===== src/rtl/rv32i_lsu.sv =====
// rv32i_lsu: dwarfRV32 load/store unit.
// One access at a time; sole master of the data bus.
module rv32i_lsu #(
  parameter int unsigned TIMEOUT_CYCLES = 255
) (
  input  logic        clk,
  input  logic        rst_n,
  input  logic        req_valid,
  output logic        req_ready,
  input  logic        req_we,
  input  logic [2:0]  req_funct3,
  input  logic [31:0] req_addr,
  input  logic [31:0] req_wdata,
  output logic        rsp_valid,
  output logic [31:0] rsp_rdata,
  output logic [1:0]  rsp_err,
  output logic [31:0] rsp_addr,
  output logic [31:0] baddr,
  output logic [31:0] bdi,
  output logic [1:0]  bsz,
  output logic        mwr,
  input  logic [31:0] bdo,
  input  logic        brdy
);

  typedef enum logic [1:0] {
    S_IDLE,
    S_BUS,
    S_RESP
  } state_e;

  localparam logic [1:0] ERR_OK  = 2'b00;
  localparam logic [1:0] ERR_MIS = 2'b01;
  localparam logic [1:0] ERR_TO  = 2'b10;
  localparam logic [1:0] ERR_ILL = 2'b11;

  localparam logic [7:0] TO_CNT = 8'(TIMEOUT_CYCLES);
  localparam logic       TO_EN  = (TIMEOUT_CYCLES != 0);

  state_e state_q, state_d;

  logic [7:0]  cnt_q, cnt_d;
  logic        we_q, we_d;
  logic [2:0]  f3_q, f3_d;
  logic [31:0] addr_q, addr_d;

  logic        rsp_valid_q, rsp_valid_d;
  logic [31:0] rsp_rdata_q, rsp_rdata_d;
  logic [1:0]  rsp_err_q, rsp_err_d;
  logic [31:0] rsp_addr_q, rsp_addr_d;
  logic [31:0] baddr_q, baddr_d;
  logic [31:0] bdi_q, bdi_d;
  logic [1:0]  bsz_q, bsz_d;
  logic        mwr_q, mwr_d;

  logic        illegal;
  logic        misal;
  logic        to_hit;
  logic [31:0] load_ext;

  assign req_ready = (state_q == S_IDLE);

  assign rsp_valid = rsp_valid_q;
  assign rsp_rdata = rsp_rdata_q;
  assign rsp_err   = rsp_err_q;
  assign rsp_addr  = rsp_addr_q;
  assign baddr     = baddr_q;
  assign bdi       = bdi_q;
  assign bsz       = bsz_q;
  assign mwr       = mwr_q;

  // Unsigned loads only exist for reads.
  always_comb begin
    illegal = 1'b0;
    unique case (req_funct3)
      3'b000, 3'b001, 3'b010: illegal = 1'b0;
      3'b100, 3'b101:         illegal = req_we;
      default:                illegal = 1'b1;
    endcase
  end

  always_comb begin
    misal = 1'b0;
    unique case (1'b1)
      req_funct3[1:0] == 2'b01: misal = req_addr[0];
      req_funct3[1:0] == 2'b10: misal = |req_addr[1:0];
      default:                  misal = 1'b0;
    endcase
  end

  assign to_hit = TO_EN && ((cnt_q + 8'd1) == TO_CNT);

  always_comb begin
    load_ext = bdo;
    unique case (f3_q)
      3'b000:  load_ext = {{24{bdo[7]}}, bdo[7:0]};
      3'b001:  load_ext = {{16{bdo[15]}}, bdo[15:0]};
      3'b100:  load_ext = {24'd0, bdo[7:0]};
      3'b101:  load_ext = {16'd0, bdo[15:0]};
      default: load_ext = bdo;
    endcase
  end

  always_ff @(posedge clk or negedge rst_n) begin
    if (!rst_n) begin
      state_q <= S_IDLE;
    end else begin
      state_q <= state_d;
    end
  end

  always_comb begin
    state_d = state_q;
    unique case (state_q)
      S_IDLE: begin
        if (req_valid) begin
          state_d = (illegal || misal) ? S_RESP : S_BUS;
        end
      end
      S_BUS: begin
        if (brdy || to_hit) begin
          state_d = S_RESP;
        end
      end
      S_RESP:  state_d = S_IDLE;
      default: state_d = S_IDLE;
    endcase
  end

  // mwr defaults low so only BUS cycles can write.
  always_comb begin
    cnt_d       = 8'd0;
    we_d        = we_q;
    f3_d        = f3_q;
    addr_d      = addr_q;
    rsp_valid_d = 1'b0;
    rsp_rdata_d = rsp_rdata_q;
    rsp_err_d   = rsp_err_q;
    rsp_addr_d  = rsp_addr_q;
    baddr_d     = baddr_q;
    bdi_d       = bdi_q;
    bsz_d       = bsz_q;
    mwr_d       = 1'b0;
    unique case (state_q)
      S_IDLE: begin
        if (req_valid) begin
          we_d   = req_we;
          f3_d   = req_funct3;
          addr_d = req_addr;
          if (illegal || misal) begin
            rsp_valid_d = 1'b1;
            rsp_rdata_d = 32'd0;
            rsp_err_d   = illegal ? ERR_ILL : ERR_MIS;
            rsp_addr_d  = req_addr;
          end else begin
            baddr_d = req_addr;
            bdi_d   = req_wdata;
            bsz_d   = req_funct3[1:0];
            mwr_d   = req_we;
          end
        end
      end
      S_BUS: begin
        if (brdy) begin
          rsp_valid_d = 1'b1;
          rsp_rdata_d = we_q ? 32'd0 : load_ext;
          rsp_err_d   = ERR_OK;
          rsp_addr_d  = addr_q;
        end else if (to_hit) begin
          rsp_valid_d = 1'b1;
          rsp_rdata_d = 32'd0;
          rsp_err_d   = ERR_TO;
          rsp_addr_d  = addr_q;
        end else begin
          cnt_d = cnt_q + 8'd1;
          mwr_d = we_q;
        end
      end
      S_RESP: begin
      end
      default: begin
      end
    endcase
  end

  always_ff @(posedge clk or negedge rst_n) begin
    if (!rst_n) begin
      cnt_q       <= 8'd0;
      we_q        <= 1'b0;
      f3_q        <= 3'd0;
      addr_q      <= 32'd0;
      rsp_valid_q <= 1'b0;
      rsp_rdata_q <= 32'd0;
      rsp_err_q   <= 2'd0;
      rsp_addr_q  <= 32'd0;
      baddr_q     <= 32'd0;
      bdi_q       <= 32'd0;
      bsz_q       <= 2'd0;
      mwr_q       <= 1'b0;
    end else begin
      cnt_q       <= cnt_d;
      we_q        <= we_d;
      f3_q        <= f3_d;
      addr_q      <= addr_d;
      rsp_valid_q <= rsp_valid_d;
      rsp_rdata_q <= rsp_rdata_d;
      rsp_err_q   <= rsp_err_d;
      rsp_addr_q  <= rsp_addr_d;
      baddr_q     <= baddr_d;
      bdi_q       <= bdi_d;
      bsz_q       <= bsz_d;
      mwr_q       <= mwr_d;
    end
  end

endmodule


===== config.mk =====
export PLATFORM = sky130hd
export DESIGN_NAME = rv32i_lsu
export DESIGN_NICKNAME = d
export VERILOG_FILES = /design/src/rtl/rv32i_lsu.sv
export SDC_FILE = /design/constraint.sdc
export NUM_CORES = 1
export LEC_CHECK = 0
export CAP_MARGIN = 10
export CELL_PAD_IN_SITES_DETAIL_PLACEMENT = 1
export CELL_PAD_IN_SITES_GLOBAL_PLACEMENT = 2
export CORE_MARGIN = 5
export CORE_UTILIZATION = 30
export DETAILED_ROUTE_END_ITERATION = 16
export PLACE_DENSITY = 0.81
export SYNTH_ARGS = -nofsm -noshare
export SYNTH_HDL_FRONTEND = slang
export SYNTH_SLANG_ARGS = --single-unit
export TNS_END_PERCENT = 50

===== constraint.sdc =====
create_clock -name clk -period 2.2 [get_ports clk]
set_input_delay 0.66 -clock clk [delete_from_list [all_inputs] [get_ports clk]]
set_output_delay 0.66 -clock clk [all_outputs]
set_load 0.01 [all_outputs]

==> results.sh, run 1 <==
# physical design summary
export IMPL_cts_tree="done"
export IMPL_placed_cell_area_um2=10280
export IMPL_tritoncts_num_sinks=180
export IMPL_area_combinational_um2=2509
export IMPL_totalNegativeSetupSlack_ns=0
export IMPL_worstPathCellList="dlygate4sd2_1 > buf_4 > ha_2 > o211ai_1 > nand2_1 > nor2_2 > buf_4 > nand2_8 > buf_12 > buf_16 > mux2_2"
export IMPL_drc=0
export IMPL_chipHeight_um=165.9
export IMPL_number_of_antenna_violations_at_the_first_check_in_global_routing=1
export IMPL_worst_r2r_start="cnt_q[1]$_DFF_PN0_"
export IMPL_yosysChipArea_um2=7289
export IMPL_totalWireLength_um=21160
export IMPL_final_min_clock_period_ns=2.134
export IMPL_path_max_fanout=5
export IMPL_asyncSetResetFlopFracSynth_pct=100.0
export IMPL_critical_path_startpoint="req_funct3[0]"
export IMPL_worstPathArrival_ns=2.44
export IMPL_wire_per_inst_um=18.58
export IMPL_synth_largest_type_area_fraction_pct=61.79
export IMPL_fin_worst_skew_ns=0.01386
export IMPL_path_common_cell="sky130_fd_sc_hd__buf_4"
export IMPL_floorplan_nets=651
export IMPL_power_leakage_nw=4.708
export IMPL_setup_slack_ns=0.06628
export IMPL_maximum_number_of_pins_on_one_net_before_global_route_repair=43
export IMPL_floorplanUtilization_pct=30.24
export IMPL_post_synth_num_cell_types=39
export IMPL_drv_max_cap_violation_count=0
export IMPL_clk_pin_slew_worst_paths_ns=0.08
export IMPL_hpwl_um=15050
export IMPL_outcome="finished, final reports clean"
export IMPL_critPathBufInv=5
export IMPL_drive_gt1_share_pct=26.26
export IMPL_timing_critical_path_max_delay_family="buffers and inverters"
export IMPL_max_slew_worst_pin_slew_ns=0.4240
export IMPL_cp_slowest_stage_delay_ns=0.26
export IMPL_design_die_area_um2=27520
export IMPL_grt_overflow=0
export IMPL_place_worst_setup_slack_ns=-0.6045
export IMPL_count_of_tool_warnings=29
export IMPL_yosys_cells=542
export IMPL_enable_flop_cells=0
export IMPL_largest_area_cell="sky130_fd_sc_hd__dfrtp_1"
export IMPL_crit_reg2reg_capture="rsp_rdata[8]$_DFFE_PN0P_"
export IMPL_area_sequential_um2=4504
export IMPL_post_drt_via_cell_ratio=4.648
export IMPL_synth_sequential_area_ratio_pct=61.79
export IMPL_drt_iter0_markers=202
export IMPL_synth_flops=180
export IMPL_yosys_top_cells_area="sky130_fd_sc_hd__dfrtp_1, sky130_fd_sc_hd__mux2_2, sky130_fd_sc_hd__a21oi_2, sky130_fd_sc_hd__o22ai_1, sky130_fd_sc_hd__inv_1"
export IMPL_post_synth_instance_area_um2=7289
export IMPL_cts_buffers=17
export IMPL_crit_type="in2reg"
export IMPL_gp_routability_congestion=0.7476
export IMPL_fmax_ghz=0.4687
export IMPL_hold_worst_slack_ns=0.1379
export IMPL_p_per_area_nw_per_um2=1198
export IMPL_critical_path_endpoint_type="register"
export IMPL_critical_path_slowest_stage_cell="sky130_fd_sc_hd__dlygate4sd2_1"
export IMPL_synth_warnings=0
export IMPL_worstSkewPairLatency_ns=0.43
export IMPL_hold_viol_final=0
## run 1: metal layers
metal / track usage (%) / wire length [um]
met1: 20.05 / 9585
met2: 26.21 / 10420
met3: 4.285 / 1017
met4: 3.228 / 125
met5: 0 / 13
## run 1: sequential cells by signal, indices dropped and copies added (netlist names)
signal     cells
f3_q           3
we_q           1
rsp_addr      32
bsz            2
baddr         32
rsp_valid      1
mwr            1
addr_q        32
state_q        2
rsp_err        2
bdi           32
cnt_q          8
rsp_rdata     32
## run 1: where the power goes
group | internal (mW) | switching [mW]
combinational | 2.99 | 2.03
clock | 1.51 | 1.47
sequential | 4.51 | 0.642
## run 1: kinds of logic after synthesis
logic type                 after synthesis  synth area share (%)
AOI/OAI and AO/OA                      116                 12.15
DFF                                    180                 61.79
adders and majority gates                5                0.8582
muxes                                  102                 15.74
and+or+nand+nor                         61                 4.309
xor gates and xnor gates                 6                0.7209
buffers and inverters                   72                 4.428
## run 1: cells in the mapped netlist (9+ instances only)
cell / n
sky130_fd_sc_hd__o2bb2ai_1: 16
sky130_fd_sc_hd__nor2_1: 10
sky130_fd_sc_hd__mux2_2: 100
sky130_fd_sc_hd__o21ai_0: 9
sky130_fd_sc_hd__o22ai_1: 32
sky130_fd_sc_hd__inv_1: 39
sky130_fd_sc_hd__dfrtp_1: 180
sky130_fd_sc_hd__nand2_1: 17
sky130_fd_sc_hd__a21oi_2: 32
sky130_fd_sc_hd__clkbuf_1: 14
sky130_fd_sc_hd__buf_2: 12
sky130_fd_sc_hd__nor2b_1: 18
sky130_fd_sc_hd__a22o_1: 16
## run 1: timing repair
action | in CTS | in global routing
hold buffers | 0 | 0
cloned | 3 | 0
pin swaps | 0 | 1
resized | 14 | 2
buffers inserted | 1 | 1
setup endpoints to repair | 134 | 41
## run 1: stage by stage
| step | cells | util [%] | total power, mW |
|---|---|---|---|
| floorplan | 542 | - | 7.312 |
| global placement | 1103 | 42.66 | 10.14 |
| detailed placement | 1103 | 42.66 | 10.28 |
| CTS | 1139 | 45.55 | 13.38 |
| global route | 1139 | 45.53 | 13.94 |
| finish | 1139 | 45.53 | 13.15 |
## run 1: cells in the final DEF (no fill, tap or decap), drive strengths merged, types with 2 or more instances in the layout
master         count
a21oi             34
a22o              16
and2               3
and3               3
buf               37
clkbuf            18
clkdlybuf4s50    234
clkinv             4
clkinvlp           3
dfrtp            180
dlygate4sd2        2
ha                 5
inv               46
mux2             101
nand2             17
nand3              5
nor2              11
nor2b             18
o21ai             11
o22ai             32
o2bb2ai           16
xor2               5
## run 1: how the worst max path moves through the flow
stage                                    end  slack [ns]  depth (start not counted)
floorplan                bdi[11]$_DFFE_PN0P_        0.02                          9
global placement          bdi[8]$_DFFE_PN0P_       -0.55                          9
detailed placement        bdi[1]$_DFFE_PN0P_       -0.60                          9
CTS                     baddr[5]$_DFFE_PN0P_       0.007                         11
global route        rsp_addr[11]$_DFFE_PN0P_       0.004                         10
finish                  baddr[4]$_DFFE_PN0P_        0.07                         11
## run 1: area by class of cell
class	instances	area share (%)
Multi-Input combinational cell	290	22.86
Clock inverter	14	1.243
Clock buffer	18	3.910
Inverter	39	1.334
Tap cell	324	3.694
Sequential cell	180	41.04
Timing Repair Buffer	274	25.92
==> run_1/sizing.png <==
Scale: 2 px per um.
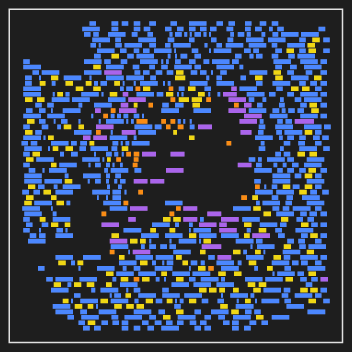
purple -> x6 and larger  # cells 42
yellow -> x2  # cells 142
orange -> x3 and x4  # cells 30
blue -> x1 and smaller  # cells 601
fin area: 10,980 um^2
synth-to-layout area growth: 50.57%
count of non-CTS buffers in the layout: 274

==> run_1/congestion_map.png <==
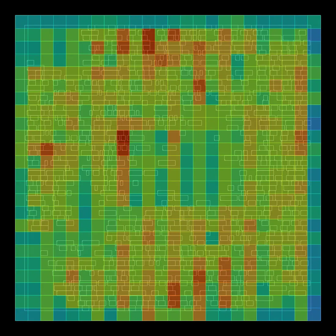
most used routing layer: met2
GR Layer Usage met3: 4.285%
GRT Resource Usage Total: 15.50%
Post-Route Utilization: 45.53%

==> run_1/closeup.png <==
Window x 29 to 54, y 112 to 137 um. Cells in grey, sequential cells in the stronger grey; small squares are vias.
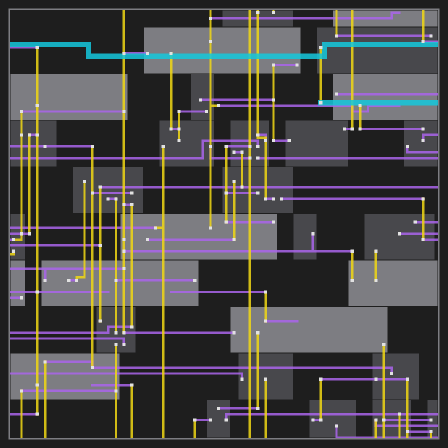
cyan -> M3
purple -> M1
yellow -> M2
sequential cells in the window = 8
netlist names of flops here include = `addr_q` (5), `rsp_addr` (2)
most frequent = dfrtp_1 (8), mux2_2 (4)
cells with their middle in the window = 25

==> run_1/class_map.png <==
Scale: 2 px per um.
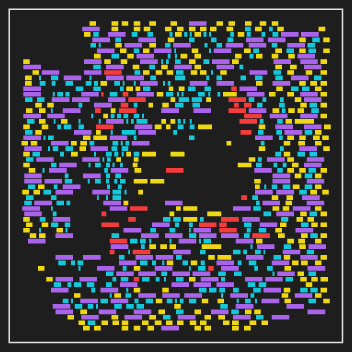
cyan -> remaining logic cells  # cells 329, share of their area 25%
red -> clock drivers and dummy loads  # cells 32, share of their area 5.4%
purple -> sequential cells  # cells 180, share of their area 43%
yellow -> remaining buffers and delay cells  # cells 274, share of their area 27%
Std-Cell Rows: 57
area of the core: 24,110 um^2
Seq/total area: 41.04%

==> run_1/m1.png <==
Scale: 3 px per um.
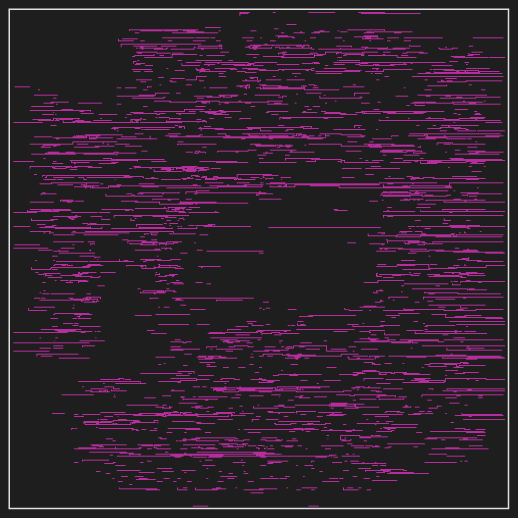

==> run 1 -> run 2 <==
--- a/config.mk
+++ b/config.mk
@@ -12,6 +12,7 @@
 export CORE_UTILIZATION = 30
 export DETAILED_ROUTE_END_ITERATION = 16
 export PLACE_DENSITY = 0.81
+export SKIP_CTS_REPAIR_TIMING = 1
 export SYNTH_ARGS = -nofsm -noshare
 export SYNTH_HDL_FRONTEND = slang
 export SYNTH_SLANG_ARGS = --single-unit
==> run_2/m1.png <==
Scale: 3 px per um.
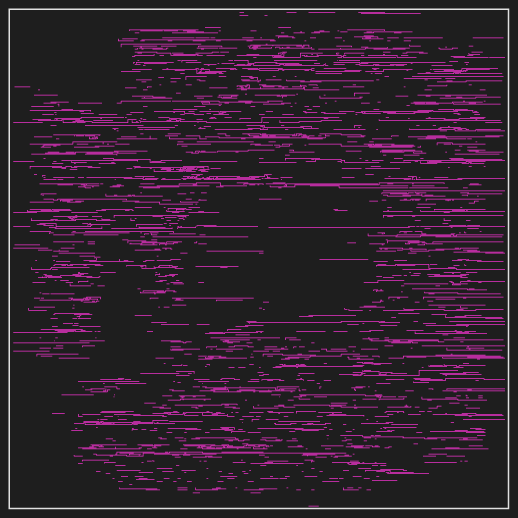
share of all routed wire = 46%
nets with wire on the layer = 839
wire length on this layer = 9,680 um
longest straight run = 47.8 um
fraction of met1 tracks used by global routing: 19.66%
Routed Wire Length: 21,250 um
via count: 5,292

==> results.sh, run 2 <==
# physical design summary
export IMPL_cts_tree="done"
export IMPL_yosysChipArea_um2=7289
export IMPL_critical_path_slowest_stage_cell="sky130_fd_sc_hd__and2_4"
export IMPL_worstSkewPairLatency_ns=0.42
export IMPL_cts_root_buffer_cell="sky130_fd_sc_hd__clkbuf_16"
export IMPL_grt_busiest_layer="met2"
export IMPL_element_type_at_the_critical_path_start="input pin"
export IMPL_numPortBuffers=238
export IMPL_post_drt_via_cell_ratio=4.642
export IMPL_grt_first_pass_wirelength_um=33640
export IMPL_place_worst_setup_slack_ns=-0.6045
export IMPL_enable_flop_cells=0
export IMPL_reg2regPathDepth=7
export IMPL_synth_sequential_area_ratio_pct=61.79
export IMPL_crit_reg2reg_capture="rsp_rdata[11]$_DFFE_PN0P_"
export IMPL_yosys_cells=542
export IMPL_critical_path_startpoint="req_funct3[0]"
export IMPL_mostFrequentLayoutCells="sky130_fd_sc_hd__clkdlybuf4s50_1, sky130_fd_sc_hd__dfrtp_1, sky130_fd_sc_hd__mux2_2"
export IMPL_final_antenna_net_count=0
export IMPL_worst_r2r_start="cnt_q[1]$_DFF_PN0_"
export IMPL_worstPathArrival_ns=2.41
export IMPL_fmax_ghz=0.4746
export IMPL_hold_viol_final=0
export IMPL_floorplanUtilization_pct=30.24
export IMPL_yosys_top_cells_area="sky130_fd_sc_hd__dfrtp_1, sky130_fd_sc_hd__mux2_2, sky130_fd_sc_hd__a21oi_2, sky130_fd_sc_hd__o22ai_1, sky130_fd_sc_hd__inv_1"
export IMPL_fin_worst_skew_ns=0.01391
export IMPL_p_per_area_nw_per_um2=1199
export IMPL_crit_type="in2reg"
export IMPL_core_rowCount=57
export IMPL_synth_warnings=0
export IMPL_clk_pin_slew_worst_paths_ns=0.08
export IMPL_most_common_cell="sky130_fd_sc_hd__dfrtp_1"
export IMPL_avgSynthCellArea_um2=13.45
export IMPL_grt_overflow=0
export IMPL_critical_path_endpoint_type="register"
export IMPL_largest_area_cell="sky130_fd_sc_hd__dfrtp_1"
export IMPL_netlist_instances=542
export IMPL_ctsLongestPathBuffers=2
export IMPL_synth_flops=180
export IMPL_tritoncts_num_sinks=180
export IMPL_drt_iter0_markers=198
export IMPL_gr_usage_met2_pct=25.23
export IMPL_post_synth_instance_area_um2=7289
export IMPL_drv_max_cap_violation_count=0
export IMPL_cp_slowest_stage_delay_ns=0.34
export IMPL_synth_largest_type_area_fraction_pct=61.79
export IMPL_design_die_area_um2=27520
export IMPL_drc=0
export IMPL_power_leakage_nw=4.740
export IMPL_floorplan_nets=651
export IMPL_path_max_fanout=8
export IMPL_lay_top_count="sky130_fd_sc_hd__clkdlybuf4s50_1"
export IMPL_finalClockPeriodUsage_pct=95.78
export IMPL_chipHeight_um=165.9
export IMPL_post_synth_num_cell_types=39
export IMPL_synth_main_ff_cell="sky130_fd_sc_hd__dfrtp_1"
export IMPL_top_cells_by_count="sky130_fd_sc_hd__dfrtp_1, sky130_fd_sc_hd__mux2_2, sky130_fd_sc_hd__inv_1, sky130_fd_sc_hd__a21oi_2, sky130_fd_sc_hd__o22ai_1"
export IMPL_core_area_um2=24110
export IMPL_wire_per_inst_um=18.64
export IMPL_report_final_setup_viol=0
export IMPL_path_common_cell="sky130_fd_sc_hd__buf_4"
export IMPL_maximum_number_of_pins_on_one_net_before_global_route_repair=43
export IMPL_drive_gt1_share_pct=26.35
export IMPL_asyncSetResetFlopFracSynth_pct=100.0
export IMPL_gp_routability_congestion=0.7476
export IMPL_maxSlewViolCount=0
export IMPL_count_of_tool_warnings=29
export IMPL_gr_usage_met3_pct=4.332
export IMPL_setup_slack_ns=0.09274
export IMPL_outcome="finished, final reports clean"
export IMPL_finish_net_count=912
export IMPL_antenna_diode_count=0
export IMPL_hpwl_um=15050
export IMPL_worstPathCellList="dlymetal6s2s_1 > buf_4 > ha_1 > o211ai_1 > nand2_1 > buf_4 > o21ai_4 > and2_4 > clkbuf_16 > a21oi_2"
export IMPL_max_slew_worst_pin_slew_ns=0.4220
export IMPL_cts_buffers=17
export IMPL_area_delta_synth_final_pct=50.84
export IMPL_worst_r2r_setup_slack_ns=0.14
export IMPL_number_of_antenna_violations_at_the_first_check_in_global_routing=1
export IMPL_cts_max_level=4
export IMPL_final_min_clock_period_ns=2.107
==> run_2/congestion_map.png <==
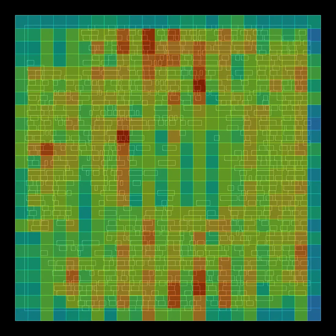
GRT Resource Usage Total: 15.11%
Post-Route Utilization: 45.61%

-- run 2: cell count changes in the layout (fill, tap and decap cells not counted), sizes merged --
cell           change
buf                -3
clkbuf             +4
clkdlybuf4s15      -1
dlygate4sd2        -2
dlymetal6s2s       +3
-- run 2: cell type report --
| type | count | area, um^2 |
|---|---|---|
| clock inverter | 14 | 136.4 |
| multi-input combinational | 290 | 2502 |
| sequential | 180 | 4504 |
| timing repair buffer | 275 | 2872 |
| tap | 324 | 405.4 |
| inverter | 39 | 146.4 |
| fill | 2562 | 13110 |
| clock buffer | 18 | 429.2 |
-- run 2: metrics by stage --
stage	hold WS, ns	cells	TNS [ns]	area, um^2	power [mW]
3_5_place_dp	0.4752	1103	-74.49	10280	10.28
6_report	0.1515	1140	0	11000	13.18
4_1_cts	0.1506	1135	-15.95	10850	13.31
2_1_floorplan	0.3644	542	0	7306	7.312
3_3_place_gp	0.4590	1103	-67.42	10280	10.14
5_1_grt	0.1542	1140	-0.001854	11000	13.99
-- run 2: worst max path at each step --
stage,endpoint,cells past startpoint
after detailed placement,bdi[1]$_DFFE_PN0P_,9
after floorplan,bdi[11]$_DFFE_PN0P_,9
after global placement,bdi[8]$_DFFE_PN0P_,9
after global routing,rsp_addr[10]$_DFFE_PN0P_,10
final,rsp_addr[13]$_DFFE_PN0P_,10
after CTS,bdi[6]$_DFFE_PN0P_,9
-- run 2: critical path: cells and delay by family --
kind / cells / cell delay (ns)
buffers and inverters: 4 / 0.68
AOI/OAI and AO/OA: 3 / 0.41
and+or+nand+nor: 2 / 0.44
adders and majority gates: 1 / 0.21
-- run 2: routing by layer --
| layer | part of all wire, % | vias up |
|---|---|---|
| met5 | 0.094 | - |
| met4 | 0.79 | 2 |
| met3 | 4.8 | 13 |
| met2 | 49 | 157 |
| met1 | 46 | 2704 |
| li1 | - | 2416 |
-- run 2: cell families after synthesis --
group                    count (synthesis)  share of synthesized area, %
buffers and inverters                   72                         4.428
multiplexers                           102                         15.74
adder cells (fa/ha/maj)                  5                        0.8582
flip-flops                             180                         61.79
XOR/XNOR                                 6                        0.7209
AND-OR/OR-AND                          116                         12.15
AND/OR/NAND/NOR                         61                         4.309
-- run 2: power breakdown --
part	internal (mW)	switching [mW]	total, mW	leakage, nW
Clock	1.51	1.46	2.96	0.268
Sequential	4.51	0.638	5.15	2.18
Combinational	3.03	2.04	5.07	2.29
==> run_2/class_map.png <==
Scale: 2 px per um.
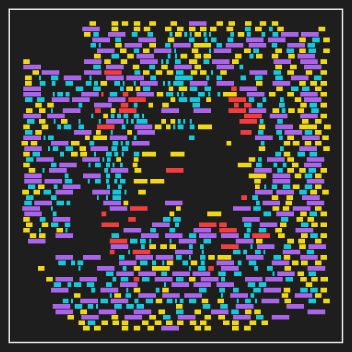

==> run 2 -> run 3 <==
--- a/config.mk
+++ b/config.mk
@@ -8,6 +8,7 @@
 export CAP_MARGIN = 10
 export CELL_PAD_IN_SITES_DETAIL_PLACEMENT = 1
 export CELL_PAD_IN_SITES_GLOBAL_PLACEMENT = 2
+export CORE_ASPECT_RATIO = 0.6
 export CORE_MARGIN = 5
 export CORE_UTILIZATION = 30
 export DETAILED_ROUTE_END_ITERATION = 16
==> run_3/class_map.png <==
Scale: 2 px per um.
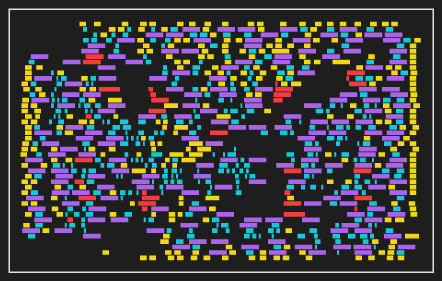
yellow -> remaining buffers and delay cells  # cells 276, share of their area 27%
red -> clock drivers and dummy loads  # cells 31, share of their area 5.5%
purple -> sequential cells  # cells 180, share of their area 43%
cyan -> remaining logic cells  # cells 329, share of their area 25%
area of the core: 24,060 um^2
Seq/total area: 40.97%
fin area: 10,990 um^2

==> run_3/congestion_map.png <==
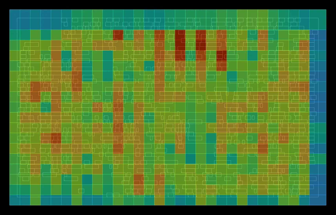
fraction of met2 tracks used by global routing: 22.62%
GR Layer Usage met3: 5.798%
Post-Route Utilization: 45.69%
fraction of met1 tracks used by global routing: 22.06%
WL per Instance: 19.31 um

==> results.sh, run 3 <==
# physical design summary
export IMPL_finish_net_count=913
export IMPL_synth_flops=180
export IMPL_synth_warnings=0
export IMPL_finalClockPeriodUsage_pct=94.48
export IMPL_hold_viol_final=0
export IMPL_largest_area_cell="sky130_fd_sc_hd__dfrtp_1"
export IMPL_ctsLongestPathBuffers=2
export IMPL_cts_tree="done"
export IMPL_worstPathArrival_ns=1.42
export IMPL_post_synth_num_cell_types=39
export IMPL_power_switching_share_pct=30.56
export IMPL_fin_worst_skew_ns=0.009247
export IMPL_maximum_number_of_pins_on_one_net_before_global_route_repair=46
export IMPL_most_common_cell="sky130_fd_sc_hd__dfrtp_1"
export IMPL_worst_r2r_setup_slack_ns=0.16
export IMPL_area_delta_synth_final_pct=50.81
export IMPL_detailroute_via_count=5289
export IMPL_critical_path_slowest_stage_cell="sky130_fd_sc_hd__clkdlybuf4s50_1"
export IMPL_tritoncts_num_sinks=180
export IMPL_design_die_area_um2=27620
export IMPL_comb_power_share_pct=38.1
export IMPL_synth_sequential_area_ratio_pct=61.79
export IMPL_placed_cell_area_um2=10320
export IMPL_top_cells_by_count="sky130_fd_sc_hd__dfrtp_1, sky130_fd_sc_hd__mux2_2, sky130_fd_sc_hd__inv_1, sky130_fd_sc_hd__a21oi_2, sky130_fd_sc_hd__o22ai_1"
export IMPL_synth_largest_type_area_fraction_pct=61.79
export IMPL_report_final_setup_viol=0
export IMPL_element_type_at_the_critical_path_start="register"
export IMPL_avgSynthCellArea_um2=13.45
export IMPL_hpwl_um=15500
export IMPL_floorplanUtilization_pct=30.30
export IMPL_antenna_diode_count=0
export IMPL_internal_power_mw=9.241
export IMPL_final_antenna_net_count=0
export IMPL_critical_path_startpoint="baddr[2]$_DFFE_PN0P_"
export IMPL_finalPower_mw=13.31
export IMPL_p_per_area_nw_per_um2=1211
export IMPL_cts_max_level=4
export IMPL_synth_main_ff_cell="sky130_fd_sc_hd__dfrtp_1"
export IMPL_clk_pin_slew_worst_paths_ns=0.07
export IMPL_netlist_instances=542
export IMPL_yosysChipArea_um2=7289
export IMPL_floorplan_nets=651
export IMPL_final_min_clock_period_ns=2.079
export IMPL_drv_max_cap_violation_count=0
export IMPL_crit_type="reg2out"
export IMPL_enable_flop_cells=0
export IMPL_power_leakage_nw=4.752
export IMPL_post_drt_via_cell_ratio=4.648
export IMPL_critPathBufInv=1
export IMPL_yosys_cells=542
export IMPL_drt_iter0_markers=183
export IMPL_drc=0
export IMPL_numPortBuffers=238
export IMPL_drive_gt1_share_pct=25.86
export IMPL_yosys_top_cells_area="sky130_fd_sc_hd__dfrtp_1, sky130_fd_sc_hd__mux2_2, sky130_fd_sc_hd__a21oi_2, sky130_fd_sc_hd__o22ai_1, sky130_fd_sc_hd__inv_1"
export IMPL_count_of_tool_warnings=29
export IMPL_sequentialPowerShare_pct=38.8
export IMPL_number_of_antenna_violations_at_the_first_check_in_global_routing=0
export IMPL_outcome="finished, final reports clean"
export IMPL_cts_root_buffer_cell="sky130_fd_sc_hd__clkbuf_16"
export IMPL_asyncSetResetFlopFracSynth_pct=100.0
export IMPL_grtUsageTotal_pct=15.62
export IMPL_lay_top_count="sky130_fd_sc_hd__clkdlybuf4s50_1"
export IMPL_totalWireLength_um=21970
==> run 3: cell counts after synthesis <==
Identical to the previous run, type by type.
==> run 3: power groups by stage <==
| stage | Clock [mW] | Combinational, mW | Sequential [mW] |
|---|---|---|---|
| 2_1_floorplan | 0 | 1.70 | 5.61 |
| 3_3_place_gp | 0 | 5.03 | 5.18 |
| 3_5_place_dp | 0 | 5.09 | 5.23 |
| 4_1_cts | 3.18 | 5.12 | 5.19 |
| 5_1_grt | 3.33 | 5.45 | 5.34 |
| 6_report | 3.06 | 5.07 | 5.17 |
==> run 3: logic make-up after synthesis <==
logic type	synth area share, %
DFF	61.79
AOI/OAI and AO/OA	12.15
muxes	15.74
buffers and inverters	4.428
and+or+nand+nor	4.309
xor gates and xnor gates	0.7209
adders and majority gates	0.8582
==> run 3: cell type report <==
cell class	instances	area, um^2
multi-input cells	290	2482
well taps	322	402.9
inverters	39	146.4
repair buffers	276	2872
clock buffers	20	456.7
clock inverters	11	128.9
fillers	2482	13070
flip-flops and latches	180	4504
==> run 3: final timing paths <==
path | end | cells after the start
setup reg to reg | rsp_rdata[5]$_DFFE_PN0P_ | 7
max in group asynchronous | rsp_addr[26]$_DFFE_PN0P_ | 2
hold / removal | addr_q[17]$_DFFE_PN0P_ | 1
min in group clk | rsp_err[0]$_DFFE_PN0P_ | 2
hold reg to reg | rsp_err[0]$_DFFE_PN0P_ | 2
setup / recovery | baddr[2] | 1
==> run 3: metrics by stage <==
step	utilization [%]	TNS (ns)	worst slack [ns]	hold slack [ns]	cells
floorplan	-	0	0.02316	0.3644	542
global placement	42.91	-66.16	-0.6224	0.4577	1103
detailed placement	42.91	-73.29	-0.6779	0.4675	1103
CTS	45.34	-9.811	-0.2103	0.1780	1134
global route	45.69	0	0.02351	0.1863	1138
finish	45.69	0	0.1214	0.1704	1138
==> run 3: metal layers <==
layer  GRT usage, %  part of all wire [%]  vias to the layer above
met3          5.798                   7.4                       19
li1               -                     -                     2422
met1          22.06                    49                     2704
met4          4.381                   1.4                        0
met2          22.62                    43                      144
met5              0                     0                        -
No activity file was given, so power comes from the tool's default toggle rates.
